===== config.mk =====
export PLATFORM = sky130hd
export DESIGN_NAME = coef_rom_arbiter_flat
export DESIGN_NICKNAME = d
export VERILOG_FILES = /design/src/rtl/coef_rom_arbiter_pkg.sv /design/src/rtl/coef_rom_arbiter_if.sv /design/src/rtl/coef_rom_arbiter_rr_arb2.sv /design/src/rtl/coef_rom_arbiter.sv /design/src/flat_wrapper.sv
export SDC_FILE = /design/constraint.sdc
export NUM_CORES = 1
export LEC_CHECK = 0
export ABC_AREA = 1
export CORE_MARGIN = 2
export CORE_UTILIZATION = 44
export CTS_CLUSTER_SIZE = 25
export DETAILED_ROUTE_END_ITERATION = 8
export PLACE_DENSITY = 0.85
export SYNTH_ARGS = -nofsm -noshare
export SYNTH_HDL_FRONTEND = slang
export SYNTH_SLANG_ARGS = --single-unit

===== constraint.sdc =====
create_clock -name clk -period 2.39 [get_ports clk]
set_input_delay 0.478 -clock clk [delete_from_list [all_inputs] [get_ports clk]]
set_output_delay 0.478 -clock clk [all_outputs]
set_load 0.02 [all_outputs]

===== src/rtl/coef_rom_arbiter_pkg.sv =====
`default_nettype none
// ============================================================================
//  Module      : coef_pkg
//  Description : Shared widths, FSM state encoding and requester IDs for the
//                polynomial-coefficient ROM arbiter.
//  Revision    : 1.0 - initial release
// ============================================================================
package coef_pkg;

  localparam int unsigned ADDR_W = 7;
  localparam int unsigned C2_W   = 18;
  localparam int unsigned C1_W   = 18;
  localparam int unsigned C0_W   = 21;

  typedef enum logic [1:0] {
    ST_IDLE = 2'd0,
    ST_READ = 2'd1,
    ST_WAIT = 2'd2,
    ST_DONE = 2'd3
  } state_e;

  // Requester 0 is the ln/sqrt path, requester 1 the sin/cos path
  localparam logic REQ_LN   = 1'b0;
  localparam logic REQ_TRIG = 1'b1;

endpackage
`default_nettype wire


===== src/rtl/coef_rom_arbiter_if.sv =====
`default_nettype none
// ============================================================================
//  Module      : coef_rom_arbiter_if
//  Description : Requester handshake, result bus and ROM port of the
//                coefficient ROM arbiter. The slave modport is the arbiter's
//                view; master is the view of the requesters and the ROM.
//  Revision    : 1.0 - initial release
// ============================================================================
interface coef_rom_arbiter_if #(
  parameter int unsigned ADDR_W = coef_pkg::ADDR_W,
  parameter int unsigned C2_W   = coef_pkg::C2_W,
  parameter int unsigned C1_W   = coef_pkg::C1_W,
  parameter int unsigned C0_W   = coef_pkg::C0_W
);

  // Requester side
  logic              req0;
  logic [ADDR_W-1:0] addr0;
  logic              req1;
  logic [ADDR_W-1:0] addr1;
  logic              gnt0;
  logic              gnt1;
  logic              vld0;
  logic              vld1;
  logic [C2_W-1:0]   coef2_o;
  logic [C1_W-1:0]   coef1_o;
  logic [C0_W-1:0]   coef0_o;
  logic              busy;

  // ROM side
  logic [ADDR_W-1:0] rom_address;
  logic              rom_read_en;
  logic [C2_W-1:0]   rom_coef2;
  logic [C1_W-1:0]   rom_coef1;
  logic [C0_W-1:0]   rom_coef0;

  modport slave (
    input  req0, addr0, req1, addr1, rom_coef2, rom_coef1, rom_coef0,
    output gnt0, gnt1, vld0, vld1, coef2_o, coef1_o, coef0_o, busy,
           rom_address, rom_read_en
  );

  modport master (
    output req0, addr0, req1, addr1, rom_coef2, rom_coef1, rom_coef0,
    input  gnt0, gnt1, vld0, vld1, coef2_o, coef1_o, coef0_o, busy,
           rom_address, rom_read_en
  );

endinterface
`default_nettype wire


===== src/rtl/coef_rom_arbiter_rr_arb2.sv =====
`default_nettype none
// ============================================================================
//  Module      : rr_arb2
//  Description : Combinational two-way round-robin winner select. A lone
//                request always wins; on a tie the requester that was not
//                granted last time wins.
//  Revision    : 1.0 - initial release
// ============================================================================
module rr_arb2 (
  input  logic req0_i,
  input  logic req1_i,
  input  logic last_gnt_i,
  output logic win_o,
  output logic sel_o
);
  import coef_pkg::*;

  // Winner select: tie goes to whoever did not win last
  always_comb begin
    win_o = req0_i | req1_i;
    sel_o = REQ_LN;
    if (req0_i && req1_i) begin
      sel_o = (last_gnt_i == REQ_LN) ? REQ_TRIG : REQ_LN;
    end else if (req1_i) begin
      sel_o = REQ_TRIG;
    end
  end

endmodule
`default_nettype wire


===== src/rtl/coef_rom_arbiter.sv =====
`default_nettype none
// ============================================================================
//  Module      : coef_rom_arbiter
//  Description : Shares the polynomial-coefficient ROM between the ln/sqrt
//                and sin/cos evaluators. Round-robin arbitration, one lookup
//                in flight, ROM_LAT-cycle ROM wait, captured coefficient
//                triple returned with a per-requester valid pulse.
//  Revision    : 1.0 - initial release
// ============================================================================
module coef_rom_arbiter #(
  parameter int unsigned ADDR_W  = coef_pkg::ADDR_W,
  parameter int unsigned C2_W    = coef_pkg::C2_W,
  parameter int unsigned C1_W    = coef_pkg::C1_W,
  parameter int unsigned C0_W    = coef_pkg::C0_W,
  parameter int unsigned ROM_LAT = 0
) (
  input  logic              clk,
  input  logic              rst_n,
  coef_rom_arbiter_if.slave bus
);
  import coef_pkg::*;

  // A combinational ROM is captured in READ itself; otherwise WAIT counts
  // ROM_LAT-1 down to 0 so that read_en spans ROM_LAT+1 cycles in total.
  localparam bit         c_comb_rom = (ROM_LAT == 0);
  localparam logic [2:0] c_lat_m1   = (ROM_LAT == 0) ? 3'd0 : 3'(ROM_LAT - 1);

  state_e            state_q, state_d;
  logic              owner_q, owner_d;
  logic              last_gnt_q, last_gnt_d;
  logic [2:0]        cnt_q, cnt_d;
  logic              busy_q;
  logic [ADDR_W-1:0] addr_q, addr_d;
  logic [C2_W-1:0]   coef2_q, coef2_d;
  logic [C1_W-1:0]   coef1_q, coef1_d;
  logic [C0_W-1:0]   coef0_q, coef0_d;
  logic              w_capture;
  logic              w_win;
  logic              w_sel;

  rr_arb2 u_rr_arb2 (
    .req0_i     (bus.req0),
    .req1_i     (bus.req1),
    .last_gnt_i (last_gnt_q),
    .win_o      (w_win),
    .sel_o      (w_sel)
  );

  // Next state: requests only sampled in IDLE, then READ -> [WAIT] -> DONE
  always_comb begin
    state_d    = state_q;
    owner_d    = owner_q;
    last_gnt_d = last_gnt_q;
    cnt_d      = cnt_q;
    addr_d     = addr_q;
    coef2_d    = coef2_q;
    coef1_d    = coef1_q;
    coef0_d    = coef0_q;
    w_capture  = 1'b0;

    case (state_q)
      ST_IDLE: begin
        if (w_win) begin
          addr_d     = (w_sel == REQ_TRIG) ? bus.addr1 : bus.addr0;
          owner_d    = w_sel;
          last_gnt_d = w_sel;
          state_d    = ST_READ;
        end
      end
      ST_READ: begin
        if (c_comb_rom) begin
          w_capture = 1'b1;
          state_d   = ST_DONE;
        end else begin
          cnt_d   = c_lat_m1;
          state_d = ST_WAIT;
        end
      end
      ST_WAIT: begin
        if (cnt_q == 3'd0) begin
          w_capture = 1'b1;
          state_d   = ST_DONE;
        end else begin
          cnt_d = cnt_q - 3'd1;
        end
      end
      ST_DONE: begin
        state_d = ST_IDLE;
      end
      default: begin
        state_d = ST_IDLE;
      end
    endcase

    if (w_capture) begin
      coef2_d = bus.rom_coef2;
      coef1_d = bus.rom_coef1;
      coef0_d = bus.rom_coef0;
    end
  end

  // State, counter, latched address and captured coefficients; reset aborts
  // any lookup in flight and discards its result
  always_ff @(posedge clk or negedge rst_n) begin
    if (!rst_n) begin
      state_q    <= ST_IDLE;
      owner_q    <= REQ_LN;
      last_gnt_q <= REQ_TRIG;
      cnt_q      <= 3'd0;
      busy_q     <= 1'b0;
      addr_q     <= '0;
      coef2_q    <= '0;
      coef1_q    <= '0;
      coef0_q    <= '0;
    end else begin
      state_q    <= state_d;
      owner_q    <= owner_d;
      last_gnt_q <= last_gnt_d;
      cnt_q      <= cnt_d;
      busy_q     <= (state_d != ST_IDLE);
      addr_q     <= addr_d;
      coef2_q    <= coef2_d;
      coef1_q    <= coef1_d;
      coef0_q    <= coef0_d;
    end
  end

  // Strobes decoded from the registered state and owner
  assign bus.rom_read_en = (state_q == ST_READ) || (state_q == ST_WAIT);
  assign bus.rom_address = addr_q;
  assign bus.gnt0        = (state_q == ST_READ) && (owner_q == REQ_LN);
  assign bus.gnt1        = (state_q == ST_READ) && (owner_q == REQ_TRIG);
  assign bus.vld0        = (state_q == ST_DONE) && (owner_q == REQ_LN);
  assign bus.vld1        = (state_q == ST_DONE) && (owner_q == REQ_TRIG);
  assign bus.busy        = busy_q;
  assign bus.coef2_o     = coef2_q;
  assign bus.coef1_o     = coef1_q;
  assign bus.coef0_o     = coef0_q;

endmodule
`default_nettype wire


===== src/flat_wrapper.sv =====
// flat-port wrapper written by rule: the top's interface ports become plain ports
module coef_rom_arbiter_flat import coef_pkg::*;
#(
  parameter int unsigned ADDR_W  = coef_pkg::ADDR_W,
  parameter int unsigned C2_W    = coef_pkg::C2_W,
  parameter int unsigned C1_W    = coef_pkg::C1_W,
  parameter int unsigned C0_W    = coef_pkg::C0_W,
  parameter int unsigned ROM_LAT = 0
)
  (clk, rst_n, bus_req0, bus_addr0, bus_req1, bus_addr1, bus_rom_coef2, bus_rom_coef1, bus_rom_coef0, bus_gnt0, bus_gnt1, bus_vld0, bus_vld1, bus_coef2_o, bus_coef1_o, bus_coef0_o, bus_busy, bus_rom_address, bus_rom_read_en);
  coef_rom_arbiter_if #(.ADDR_W(ADDR_W), .C2_W(C2_W), .C1_W(C1_W), .C0_W(C0_W)) bus_i ();
  input  logic clk;
  input  logic rst_n;
  input wire logic [$bits(bus_i.req0)-1:0] bus_req0;
  input wire logic [$bits(bus_i.addr0)-1:0] bus_addr0;
  input wire logic [$bits(bus_i.req1)-1:0] bus_req1;
  input wire logic [$bits(bus_i.addr1)-1:0] bus_addr1;
  input wire logic [$bits(bus_i.rom_coef2)-1:0] bus_rom_coef2;
  input wire logic [$bits(bus_i.rom_coef1)-1:0] bus_rom_coef1;
  input wire logic [$bits(bus_i.rom_coef0)-1:0] bus_rom_coef0;
  output wire logic [$bits(bus_i.gnt0)-1:0] bus_gnt0;
  output wire logic [$bits(bus_i.gnt1)-1:0] bus_gnt1;
  output wire logic [$bits(bus_i.vld0)-1:0] bus_vld0;
  output wire logic [$bits(bus_i.vld1)-1:0] bus_vld1;
  output wire logic [$bits(bus_i.coef2_o)-1:0] bus_coef2_o;
  output wire logic [$bits(bus_i.coef1_o)-1:0] bus_coef1_o;
  output wire logic [$bits(bus_i.coef0_o)-1:0] bus_coef0_o;
  output wire logic [$bits(bus_i.busy)-1:0] bus_busy;
  output wire logic [$bits(bus_i.rom_address)-1:0] bus_rom_address;
  output wire logic [$bits(bus_i.rom_read_en)-1:0] bus_rom_read_en;
  assign bus_i.req0 = bus_req0;
  assign bus_i.addr0 = bus_addr0;
  assign bus_i.req1 = bus_req1;
  assign bus_i.addr1 = bus_addr1;
  assign bus_i.rom_coef2 = bus_rom_coef2;
  assign bus_i.rom_coef1 = bus_rom_coef1;
  assign bus_i.rom_coef0 = bus_rom_coef0;
  assign bus_gnt0 = bus_i.gnt0;
  assign bus_gnt1 = bus_i.gnt1;
  assign bus_vld0 = bus_i.vld0;
  assign bus_vld1 = bus_i.vld1;
  assign bus_coef2_o = bus_i.coef2_o;
  assign bus_coef1_o = bus_i.coef1_o;
  assign bus_coef0_o = bus_i.coef0_o;
  assign bus_busy = bus_i.busy;
  assign bus_rom_address = bus_i.rom_address;
  assign bus_rom_read_en = bus_i.rom_read_en;
  coef_rom_arbiter #(.ADDR_W(ADDR_W), .C2_W(C2_W), .C1_W(C1_W), .C0_W(C0_W), .ROM_LAT(ROM_LAT)) u_core (.clk(clk), .rst_n(rst_n), .bus(bus_i));
endmodule

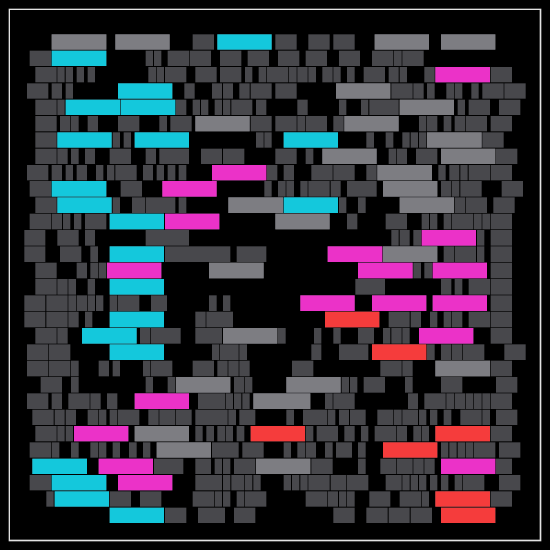
**Above:** where the registers sit.
Drawn at 6 px/um.
legend:
  u_core.bus.coef1_o:
    colour: magenta
    placed_flops: 18
  u_core.bus.coef0_o:
    colour: cyan
    placed_flops: 21
  u_core.bus.rom_address:
    colour: red
    placed_flops: 7
    where: bottom right
P_seq: 2.18 mW
register area: 1800 um^2
Util after Layout: 0.701
fraction of area in registers: 0.377

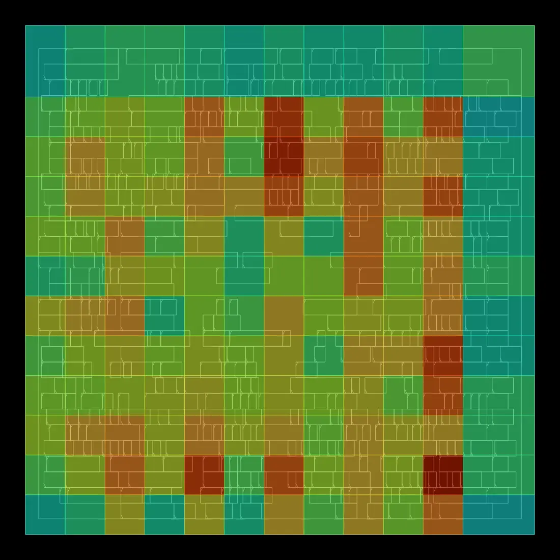
**Above:** congestion heat map.
met2 Usage GRT: 0.345
met1 GRT Util: 0.247
Routed wire per std cell: 13.2 um
All-Layer GR Usage: 0.204

==> impl_metrics.py <==
# Physical implementation metrics
metrics = {
    "status": {
        "status": "finished, final reports clean",
    },
    "setup_path": {
        "crit_arrival_ns": 1.76,
        "cp-end-kind": "output pin",
        "rr_startpoint": "u_core.state_q[0]$_DFF_PN0_",
        "endpoint": "bus_gnt0",
    },
    "clocking": {
        "cts_setup_buffers": 0,
        "path_clk_slew_ns": 0.08,
        "cts_tree": "done",
    },
    "pwr": {
        "pg_clk_mw": 0.911,
    },
    "cells_and_area": {
        "diodes": 0,
        "seq_cells": 72,
        "n_all_inverters": 20,
        "final_cell_mix": "nand2_1 (147), clkdlybuf4s50_1 (143), dfrtp_1 (71), nand3_1 (66), inv_1 (19)",
        "nonClkBufAreaFrac": 0.311,
        "final_cells": 596,
        "syn_to_final_growth_pct": 53.1,
        "final_common_cell": "nand2_1",
    },
    "logic_synthesis": {
        "synthCells": 355,
        "aoi_share": 0.00640,
        "syn_area_per_cell_um2": 8.81,
        "synth_flop_count": 72,
        "synth-edff-count": 0,
        "ys_top_cells_by_area": "dfrtp_1 (57%), nand2_1 (18%), nand3_1 (11%)",
        "synth_area_um2": 3130,
    },
    "die": {
        "core_area_um2": 6830,
        "die_y_um": 88.3,
        "rows": 30,
        "die_w_um": 88.3,
    },
    "global_route": {
        "busiest_layer": "met2",
    },
    "job": {
        "openroad.warnings": 31,
    },
    "final_timing": {
        "rsz0062_at_grt": "no",
        "hold_viol": 0,
    },
    "placed_design": {
        "post-place-ws_ns": 0.461,
    },
    "routing": {
        "wl_um": 7890,
        "met1_length_um": 3400,
    },
}
Power figures rest on the tool's default switching activity, not on a simulated workload.
